--- src/rtl/mdio_pkg.sv ---
// Shared types and field widths for the Clause 22 MDIO responder.
package mdio_pkg;

  localparam int unsigned PHYAD_W = 5;
  localparam int unsigned REGAD_W = 5;
  localparam int unsigned DATA_W  = 16;
  localparam int unsigned CNT_W   = 4;
  localparam int unsigned PRE_W   = 6;

  localparam logic [1:0] OP_READ  = 2'b10;
  localparam logic [1:0] OP_WRITE = 2'b01;

  typedef enum logic [2:0] {
    S_IDLE,
    S_ST,
    S_OP,
    S_PHYAD,
    S_REGAD,
    S_TA,
    S_WDATA,
    S_RDATA
  } state_t;

endpackage

--- src/rtl/mdio_sync_edge.sv ---
// Two-flop synchronizer for an asynchronous input with rising-edge detect.
module mdio_sync_edge (
  input  logic clk,
  input  logic rst_n,
  input  logic d,
  output logic rise_c
);

  logic meta;
  logic sync;
  logic sync_d;

  always_ff @(posedge clk or negedge rst_n) begin
    if (!rst_n) begin
      meta   <= 1'b0;
      sync   <= 1'b0;
      sync_d <= 1'b0;
    end else begin
      meta   <= d;
      sync   <= meta;
      sync_d <= sync;
    end
  end

  assign rise_c = sync & ~sync_d;

endmodule

--- src/rtl/mdio_slave.sv ---
// Clause 22 MDIO responder: decodes read/write frames for PHY_ADDR and
// exposes them on a single-cycle register port.
module mdio_slave
  import mdio_pkg::*;
#(
  parameter logic [PHYAD_W-1:0] PHY_ADDR = 5'd1,
  parameter int unsigned        PRE_MIN  = 32
) (
  input  logic               clk,
  input  logic               rst_n,
  input  logic               mdc,
  input  logic               mdio_i,
  output logic               mdio_o,
  output logic               mdio_oe,
  output logic [REGAD_W-1:0] reg_addr,
  output logic [DATA_W-1:0]  reg_wdata,
  output logic               reg_we,
  output logic               reg_re,
  input  logic [DATA_W-1:0]  reg_rdata
);

  state_t              state, state_n;
  logic [CNT_W-1:0]    cnt, cnt_n;
  logic [PRE_W-1:0]    pre, pre_n;
  logic [DATA_W-1:0]   shreg, shreg_n;
  logic [DATA_W-1:0]   bits;
  logic                is_read, is_read_n;
  logic                re_d;
  logic                mdio_o_n, mdio_oe_n;
  logic [REGAD_W-1:0]  reg_addr_n;
  logic [DATA_W-1:0]   reg_wdata_n;
  logic                reg_we_n, reg_re_n;
  logic                tick;
  logic                mdio_meta, mdio_s;
  logic                pre_done;

  mdio_sync_edge u_mdc_sync (
    .clk    (clk),
    .rst_n  (rst_n),
    .d      (mdc),
    .rise_c (tick)
  );

  // mdio only needs resynchronizing; its edges carry no meaning
  always_ff @(posedge clk or negedge rst_n) begin
    if (!rst_n) begin
      mdio_meta <= 1'b0;
      mdio_s    <= 1'b0;
    end else begin
      mdio_meta <= mdio_i;
      mdio_s    <= mdio_meta;
    end
  end

  assign bits     = {shreg[DATA_W-2:0], mdio_s};
  assign pre_done = (pre == PRE_W'(PRE_MIN));

  always_ff @(posedge clk or negedge rst_n) begin
    if (!rst_n) begin
      state     <= S_IDLE;
      cnt       <= '0;
      pre       <= '0;
      shreg     <= '0;
      is_read   <= 1'b0;
      re_d      <= 1'b0;
      mdio_o    <= 1'b0;
      mdio_oe   <= 1'b0;
      reg_addr  <= '0;
      reg_wdata <= '0;
      reg_we    <= 1'b0;
      reg_re    <= 1'b0;
    end else begin
      state     <= state_n;
      cnt       <= cnt_n;
      pre       <= pre_n;
      shreg     <= shreg_n;
      is_read   <= is_read_n;
      re_d      <= reg_re;
      mdio_o    <= mdio_o_n;
      mdio_oe   <= mdio_oe_n;
      reg_addr  <= reg_addr_n;
      reg_wdata <= reg_wdata_n;
      reg_we    <= reg_we_n;
      reg_re    <= reg_re_n;
    end
  end

  // Frame decoder; all bit-level work happens in the tick clk
  always_comb begin
    state_n     = state;
    cnt_n       = cnt;
    pre_n       = pre;
    shreg_n     = shreg;
    is_read_n   = is_read;
    mdio_o_n    = mdio_o;
    mdio_oe_n   = mdio_oe;
    reg_addr_n  = reg_addr;
    reg_wdata_n = reg_wdata;
    reg_we_n    = 1'b0;
    reg_re_n    = 1'b0;

    // register file answers the clk after the read strobe
    if (re_d) shreg_n = reg_rdata;

    if (tick) begin
      cnt_n = cnt + CNT_W'(1);
      unique case (state)
        S_IDLE: begin
          cnt_n = '0;
          if (mdio_s) begin
            if (!pre_done) pre_n = pre + PRE_W'(1);
          end else begin
            pre_n = '0;
            if (pre_done) state_n = S_ST;
          end
        end
        S_ST: begin
          cnt_n   = '0;
          state_n = mdio_s ? S_OP : S_IDLE;
        end
        S_OP: begin
          shreg_n = bits;
          if (cnt == CNT_W'(1)) begin
            cnt_n     = '0;
            is_read_n = (bits[1:0] == OP_READ);
            state_n   = (bits[1:0] == OP_READ || bits[1:0] == OP_WRITE) ? S_PHYAD : S_IDLE;
          end
        end
        S_PHYAD: begin
          shreg_n = bits;
          if (cnt == CNT_W'(PHYAD_W - 1)) begin
            cnt_n   = '0;
            state_n = (bits[PHYAD_W-1:0] == PHY_ADDR) ? S_REGAD : S_IDLE;
          end
        end
        S_REGAD: begin
          shreg_n = bits;
          if (cnt == CNT_W'(REGAD_W - 1)) begin
            cnt_n      = '0;
            reg_addr_n = bits[REGAD_W-1:0];
            reg_re_n   = is_read;
            state_n    = S_TA;
          end
        end
        S_TA: begin
          if (cnt == '0) begin
            if (is_read) begin
              mdio_oe_n = 1'b1;
              mdio_o_n  = 1'b0;
            end
          end else begin
            cnt_n   = '0;
            state_n = is_read ? S_RDATA : S_WDATA;
            if (is_read) begin
              mdio_o_n = shreg[DATA_W-1];
              shreg_n  = {shreg[DATA_W-2:0], 1'b0};
            end
          end
        end
        S_WDATA: begin
          shreg_n = bits;
          if (cnt == CNT_W'(DATA_W - 1)) begin
            cnt_n       = '0;
            reg_wdata_n = bits;
            reg_we_n    = 1'b1;
            state_n     = S_IDLE;
          end
        end
        S_RDATA: begin
          if (cnt == CNT_W'(DATA_W - 1)) begin
            cnt_n     = '0;
            mdio_oe_n = 1'b0;
            mdio_o_n  = 1'b0;
            state_n   = S_IDLE;
          end else begin
            mdio_o_n = shreg[DATA_W-1];
            shreg_n  = {shreg[DATA_W-2:0], 1'b0};
          end
        end
        default: state_n = S_IDLE;
      endcase
    end
  end

endmodule

--- config.mk ---
export PLATFORM = sky130hd
export DESIGN_NAME = mdio_slave
export DESIGN_NICKNAME = d
export VERILOG_FILES = /design/src/rtl/mdio_pkg.sv /design/src/rtl/mdio_sync_edge.sv /design/src/rtl/mdio_slave.sv
export SDC_FILE = /design/constraint.sdc
export NUM_CORES = 1
export LEC_CHECK = 0
export CAP_MARGIN = 30
export CORE_ASPECT_RATIO = 1.1
export CORE_MARGIN = 4
export CORE_UTILIZATION = 50
export DETAILED_ROUTE_END_ITERATION = 16
export DONT_BUFFER_PORTS = 1
export PLACE_DENSITY = 0.72
export SKIP_CTS_REPAIR_TIMING = 1
export SKIP_LAST_GASP = 1
export SYNTH_ARGS = -nofsm -noshare
export SYNTH_HDL_FRONTEND = slang
export SYNTH_SLANG_ARGS = --single-unit
--- constraint.sdc ---
create_clock -name clk -period 2.1 [get_ports clk]
set_input_delay 0.21 -clock clk [delete_from_list [all_inputs] [get_ports clk]]
set_output_delay 0.21 -clock clk [all_outputs]
set_load 0.02 [all_outputs]
Run 1, where the registers sit:
(6 px per micron) Other sequential cells in the stronger gray, the rest of the logic in the fainter gray.
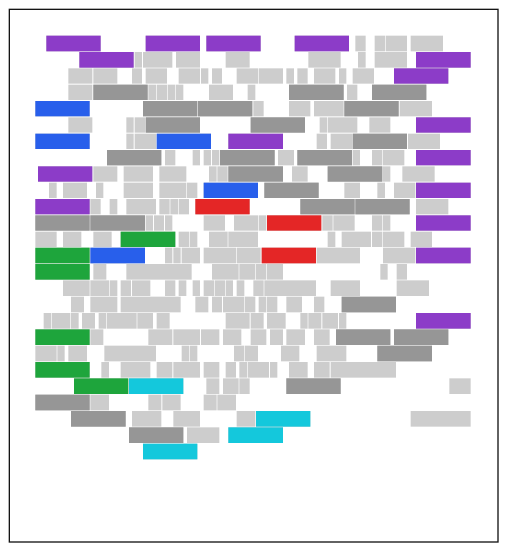
| color | name in the netlist | placed flops |
|---|---|---|
| purple | reg_wdata | 16 |
| cyan | cnt | 4 |
| red | state | 3 |
| green | pre | 6 |
| blue | reg_addr | 5 |
not colored: 27
Reg area: 0.00153 sq mm
utilization after layout: 0.580
sequential cell area share: 0.459

Run 1, clock wires, drivers and flops:
(6 px per micron)
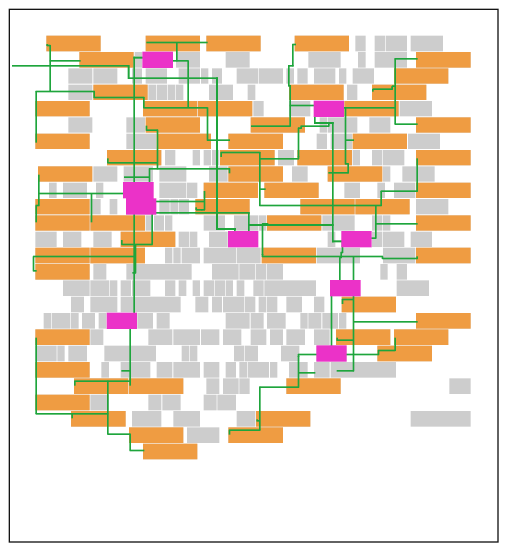
[magenta] clock-net drivers | count: 9
[green] clock wires | length: 761 microns
[orange] flip-flops | count: 61
routed clock nets: 10

==> ci_impl_report.md, run 1 <==
### Yosys + OpenROAD results

| Metric | Value |
|---|---|
| CTS buffer count | `9` |
| Nets@finish | `a little under 300` |
| IO buf count | `0` |
| Synth Cell Area | `0.00295 sq mm` |
| Clk root buf | `clkbuf_8` |
| Startpoint types | `flip-flop` |
| Clkbuf count | `12` |
| Logic area | `between 0.001 and 0.0015 sq mm` |
| Fin worst setup slack | `approximately 0.13 ns` |
| Grt peak-use layer | `met2` |
| Fin Setup TNS | `0 ns` |
| Max_slew headroom | `0.671` |
| Clock latency at the later pin of the worst-skew pair | `around 0.33 ns` |
| H-tree levels | `3` |
| Basic Gates by Area | `0.144` |
| WP buf/inv | `1` |
| Layout Cells excl Fill | `about 340` |
| Clock transition at path regs | `roughly 0.070 ns` |
| Xor+xnor area frac | `0.0149` |
| Ys async rst share | `1.00` |
| Measured slew at the worst slew-check pin | `a little under 0.5 ns` |
| Antenna Violating Nets Remaining | `0` |
| Crit path arrival time | `2.18 ns` |
| Comb power | `approximately 0.17 mW` |
| Gate power share | `0.065` |
| Synth area leader | `dfrtp_1` |
| ClkCell Share | `0.0700` |
| IR drop worst, VDD | `0.633 mV` |
| Met1 Use GR | `0.213` |
| M1 WL | `roughly 2.5 mm` |
| Die Wd | `just over 80 microns` |
| Final slew viol count | `0` |
| Flip-flops with a built-in enable | `0` |
| # Cells Yosys | `between 200 and 300` |
| Sequential power share | `0.478` |
| CP max stage cell | `dfrtp_1` |
| Buffers excl. clock | `13` |
| Largest net degree at the start of global routing | `roughly 62` |
| RSZ-0062 raised after global routing | `no` |
| Post-Synth AOI/OAI Area | `0.0955` |
| Max Cap Viol | `0` |
| Max power group | `registers` |
| Max-area cell share | `0.518` |
| Signal buffers share of area | `0.0414` |
| Initial antenna violation count | `0` |
| Post-synth regs | `roughly 61` |
| WL/cell | `~16 microns` |
| Longest Clk Path Bufs | `2` |
| Status | `complete, no violations` |
| DR top layer | `met4` |
| Final Critical Period | `1.97 ns` |
| Congestion Overflow GR | `0` |
| Yosys warning tally | `0` |
| Cell area leaders | `dfrtp_1 (52%), mux2i_1 (5.4%), mux2_4 (5.1%), mux2_2 (4.2%), nor2_1 (3.6%)` |
| M3 GR Usage | `0.0519` |
| Commonest flop | `dfrtp_1` |
| First-pass GRT wire length | `9.16 mm` |
| IO Pins | `45` |
| Most frequent cells in the layout | `dfrtp_1 (61), nor2_1 (28), a21oi_1 (17), mux2i_1 (16)` |
| Critical path class | `reg2reg` |
| Drt initial violations | `approximately 95` |
| Synthesis area per yosys | `0.00295 sq mm` |
| Post-route DRC | `0` |
| TritonCTS clock tree | `built` |
| CP max FO | `4` |
| P_clk | `1.19 mW` |
| Met2 Use GR | `0.260` |
| Power per cell area | `just under 800 mW/mm^2` |
| Top cell excl fill/tap | `dfrtp_1` |
| CTS sink count | `approximately 60` |
| Final wirelength | `~5.6 mm` |
| DR vias/cell | `5.55` |
| DPL Wire Length | `~3.8 mm` |
Run 1, placement by cell class:
(6 px per micron) Fill, decap, tap and diode cells in gray.
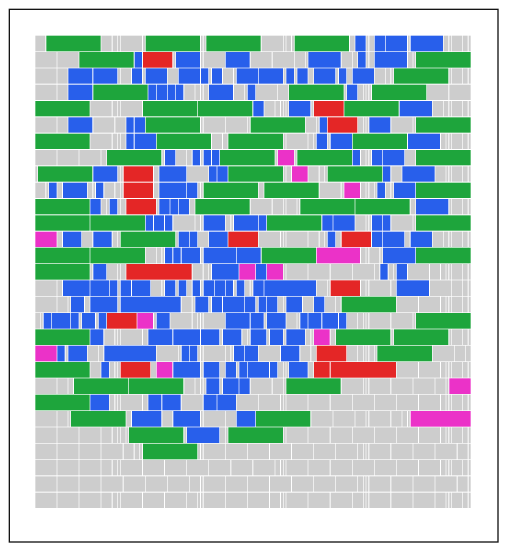
| color | class | cells |
|---|---|---|
| red | clock drivers and dummy loads | 15 |
| green | registers | 61 |
| magenta | remaining buffers and delay cells | 13 |
| blue | remaining logic cells | 176 |
core area: 0.00573 sq mm
FP Rows: 29
Final Cell Area: 0.00333 sq mm

## run 1: worst paths after layout
check	cells past startpoint	end	from
worst min-delay path	2	shreg[10]$_DFF_PN0_	reg_rdata[10]
worst min register to register	0	mdio_s$_DFF_PN0_	mdio_meta$_DFF_PN0_
max in group asynchronous	2	pre[5]$_DFFE_PN0P_	rst_n
worst max register to register	7	state[1]$_DFFE_PN0P_	cnt[0]$_DFFE_PN0N_
min in group asynchronous	2	mdio_o$_DFFE_PN0P_	rst_n
worst max-delay path	7	state[1]$_DFFE_PN0P_	cnt[0]$_DFFE_PN0N_
## run 1: registers in the layout, summed over array words and instances, names as in the netlist, 3 cells and up
name       count
reg_wdata     16
reg_addr       5
state          3
cnt            4
shreg         16
pre            6
## Run 2: what changed since run 1
==> constraint.sdc (replaced) <==
create_clock -name clk -period 2.2 [get_ports clk]
set_input_delay 0.22 -clock clk [delete_from_list [all_inputs] [get_ports clk]]
set_output_delay 0.22 -clock clk [all_outputs]
set_load 0.02 [all_outputs]
Run 2, PDN straps and rails:
(4 px per micron) Pins as bars on the die edge.
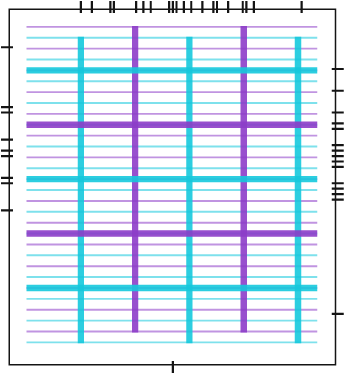
| color | net |
|---|---|
| purple | VDD |
| cyan | VSS |
signal pins: 45
met4 straps: 5
met1 rails: 30
met5 straps: 5
Die Wd: 81.2 microns
die height: 88.5 microns
IR drop worst, VDD: 0.659 mV

Run 2, placement by cell class:
(6 px per micron) Fill, decap, tap and diode cells in gray.
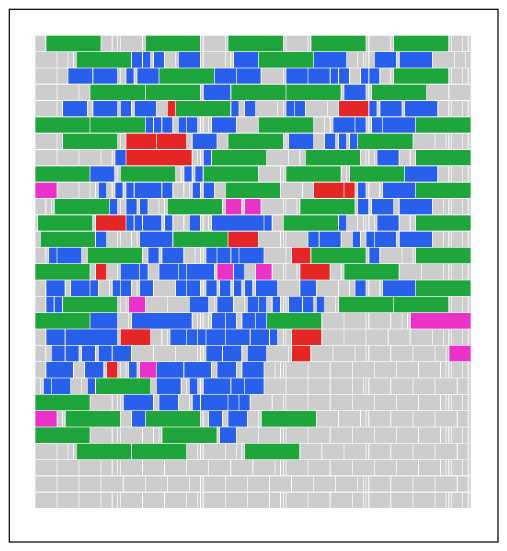
| color | class | cells |
|---|---|---|
| green | registers | 61 |
| red | clock drivers and dummy loads | 16 |
| magenta | remaining buffers and delay cells | 10 |
| blue | remaining logic cells | 176 |

==> ci_impl_report.md, run 2 <==
### Yosys + OpenROAD results

| Metric | Value |
|---|---|
| Status | `complete, no violations` |
| Max_slew headroom | `0.435` |
| Final wirelength | `about 5.5 mm` |
| Max power group | `registers` |
| Utilization after layout | `0.566` |
| Yosys warning tally | `0` |
| Basic Gates by Area | `0.144` |
| Reg area | `0.00153 sq mm` |
| ClkCell Share | `0.0586` |
| R2r startpoint | `cnt[1]$_DFFE_PN0N_` |
| Max-area cell share | `0.518` |
| Gate power share | `0.070` |
| Min-delay src | `reg_rdata[6]` |
| FP Rows | `29` |
| IO buf count | `0` |
| Nets@finish | `approximately 290` |
| M1 WL | `2.44 mm` |
| CTS buffer count | `9` |
| Largest net degree at the start of global routing | `~62` |
| Clock latency at the later pin of the worst-skew pair | `approximately 0.33 ns` |
| Grt peak-use layer | `met2` |
| Fin Setup TNS | `0 ns` |
| Top cell excl fill/tap | `dfrtp_1` |
| Met1 Use GR | `0.218` |
| Power per cell area | `~710 mW/mm^2` |
| Clock transition at path regs | `about 0.07 ns` |
| Post-Synth AOI/OAI Area | `0.0955` |
| Final slew viol count | `0` |
| M3 GR Usage | `0.0591` |
| Final Cell Area | `around 0.0032 sq mm` |
| Clk root buf | `clkbuf_8` |
| Antenna Violating Nets Remaining | `0` |
| Clkbuf count | `10` |
| Measured slew at the worst slew-check pin | `between 0.8 and 0.9 ns` |
| Cell area leaders | `dfrtp_1 (52%), mux2i_1 (5.4%), mux2_4 (5.1%), mux2_2 (4.2%), nor2_1 (3.6%)` |
| Initial antenna violation count | `0` |
| # Cells Yosys | `250` |
| Met2 Use GR | `0.261` |
| Congestion Overflow GR | `0` |
| Layout Cells excl Fill | `340` |
| H-tree levels | `3` |
| Crit path arrival time | `about 2.2 ns` |
| CP Launch Point | `cnt[1]$_DFFE_PN0N_` |
| Buffers excl. clock | `10` |
| Commonest flop | `dfrtp_1` |
| First-pass GRT wire length | `between 9 and 10 mm` |
run 2: path summary, 6_finish.rpt:
path,end,cells past startpoint
max,state[2]$_DFFE_PN0P_,7
min,shreg[6]$_DFF_PN0_,2
max reg2reg,state[2]$_DFFE_PN0P_,7
min reg2reg,u_mdc_sync.sync$_DFF_PN0_,0
max in group asynchronous,reg_re$_DFF_PN0_,2
min in group asynchronous,reg_wdata[11]$_DFFE_PN0P_,2
run 2: critical path, cell delays in order (launching register included):
cell and delay (ns):
dfrtp_1 0.40, inv_1 0.11, ha_1 0.14, or3b_1 0.38
nand3_1 0.11, and3_4 0.22, nor2b_1 0.18, mux2_1 0.33
## Run 3: what changed since run 2
--- a/config.mk
+++ b/config.mk
@@ -12,6 +12,7 @@
 export DETAILED_ROUTE_END_ITERATION = 16
 export DONT_BUFFER_PORTS = 1
 export PLACE_DENSITY = 0.72
+export REMOVE_ABC_BUFFERS = 1
 export SKIP_CTS_REPAIR_TIMING = 1
 export SKIP_LAST_GASP = 1
 export SYNTH_ARGS = -nofsm -noshare
Run 3, PDN straps and rails:
(4 px per micron) Pins as bars on the die edge.
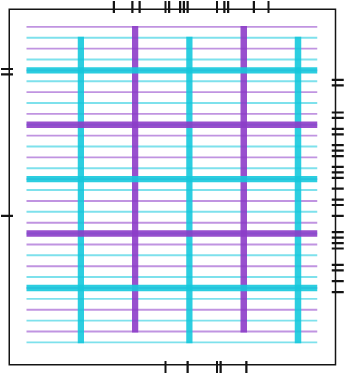
IR drop worst, VDD: 0.771 mV

Run 3, clock wires, drivers and flops:
(6 px per micron)
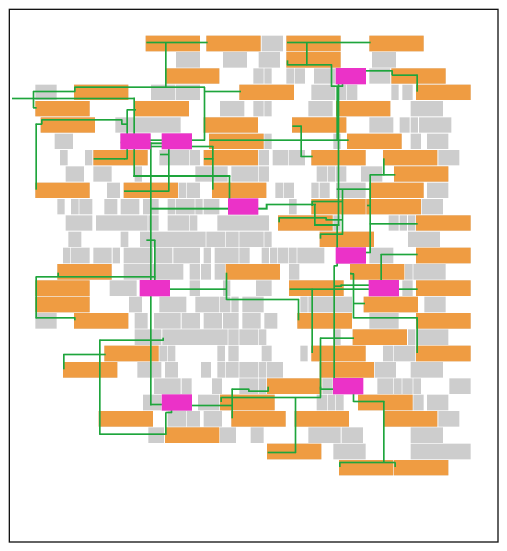
[green] clock wires | length: 813 microns
[orange] flip-flops | count: 61
[magenta] clock-net drivers | count: 9
routed clock nets: 10

==> ci_impl_report.md, run 3 <==
### Yosys + OpenROAD results

| Metric | Value |
|---|---|
| Status | `complete, no violations` |
| Sequential power share | `0.453` |
| Nets@finish | `about 290` |
| Clkbuf count | `13` |
| Longest Clk Path Bufs | `2` |
| Reg area | `between 0.0015 and 0.002 sq mm` |
| CP Launch Point | `cnt[0]$_DFFE_PN0N_` |
| Critical path's top delay family | `simple AND/OR/NAND/NOR gates` |
| FP Rows | `29` |
| M3 GR Usage | `0.0458` |
| Clock transition at path regs | `around 0.070 ns` |
| Signal buffers share of area | `0.0346` |
| Grt peak-use layer | `met2` |
| R2r startpoint | `cnt[0]$_DFFE_PN0N_` |
| DPL Wire Length | `between 3 and 4 mm` |
| Core area | `around 0.0057 sq mm` |
| Min-delay src | `reg_rdata[5]` |
| Final wirelength | `around 5.6 mm` |
| Worst path cell trace | `inv_1 -> ha_1 -> or3b_1 -> nor2_1 -> a21oi_1 -> o211ai_2 -> mux2_4` |
| Measured slew at the worst slew-check pin | `a little over 0.5 ns` |
| Post-synth regs | `~61` |
| Final Cell Area | `approximately 0.0033 sq mm` |
| IO Pins | `about 45` |
| Die height | `between 80 and 90 microns` |
| Ys async rst share | `1.00` |
| Final Critical Period | `slightly below 2 ns` |
| WHS Endpoint | `shreg[5]$_DFF_PN0_` |
| Cell area leaders | `dfrtp_1 (52%), mux2i_1 (5.4%), mux2_4 (5.1%), mux2_2 (4.2%), nor2_1 (3.6%)` |
| CP max stage cell | `dfrtp_1` |
| Comb power | `approximately 0.16 mW` |
| Initial antenna violation count | `0` |
| Logic area | `~0.0013 sq mm` |
| Crit path arrival time | `approximately 2.2 ns` |
| Largest net degree at the start of global routing | `a little over 60` |
| ClkCell Share | `0.0778` |
| Most frequent cells in the layout | `dfrtp_1 (61), nor2_1 (28), a21oi_1 (17), mux2i_1 (16)` |
| Final slew viol count | `0` |
| Worst Hold Path Cells | `2` |
| Max power group | `the clock network` |
| DR vias/cell | `5.54` |
| Synth area leader | `dfrtp_1` |
| Gate power share | `0.061` |
| First-pass GRT wire length | `between 9 and 10 mm` |
| Largest registers | `reg_wdata (16), shreg (16), pre (6)` |
| CTS buffer count | `9` |
| CP max FO | `4` |
==> run 3: cell counts after synthesis <==
Identical to the previous run, type by type.
==> run 3: routing by layer <==
metal | part of all wire | vias to the layer above
li1 | - | 902
met2 | 0.50 | 45
met3 | 0.045 | 10
met5 | 0 | -
met1 | 0.44 | 925
met4 | 0.016 | 0
==> run 3: logic make-up (layout without fill, tap and decap cells) <==
logic type / count (synthesis) / after routing / share of synthesized area
and+or+nand+nor: 75 / 75 / 0.144
muxes: 38 / 38 / 0.151
DFF: 61 / 61 / 0.518
AOI/OAI and AO/OA: 41 / 41 / 0.0955
adders and majority gates: 8 / 8 / 0.0340
xor gates and xnor gates: 5 / 5 / 0.0149
buffers and inverters: 22 / 35 / 0.0424
Power figures rest on the tool's default switching activity, not on a simulated workload.
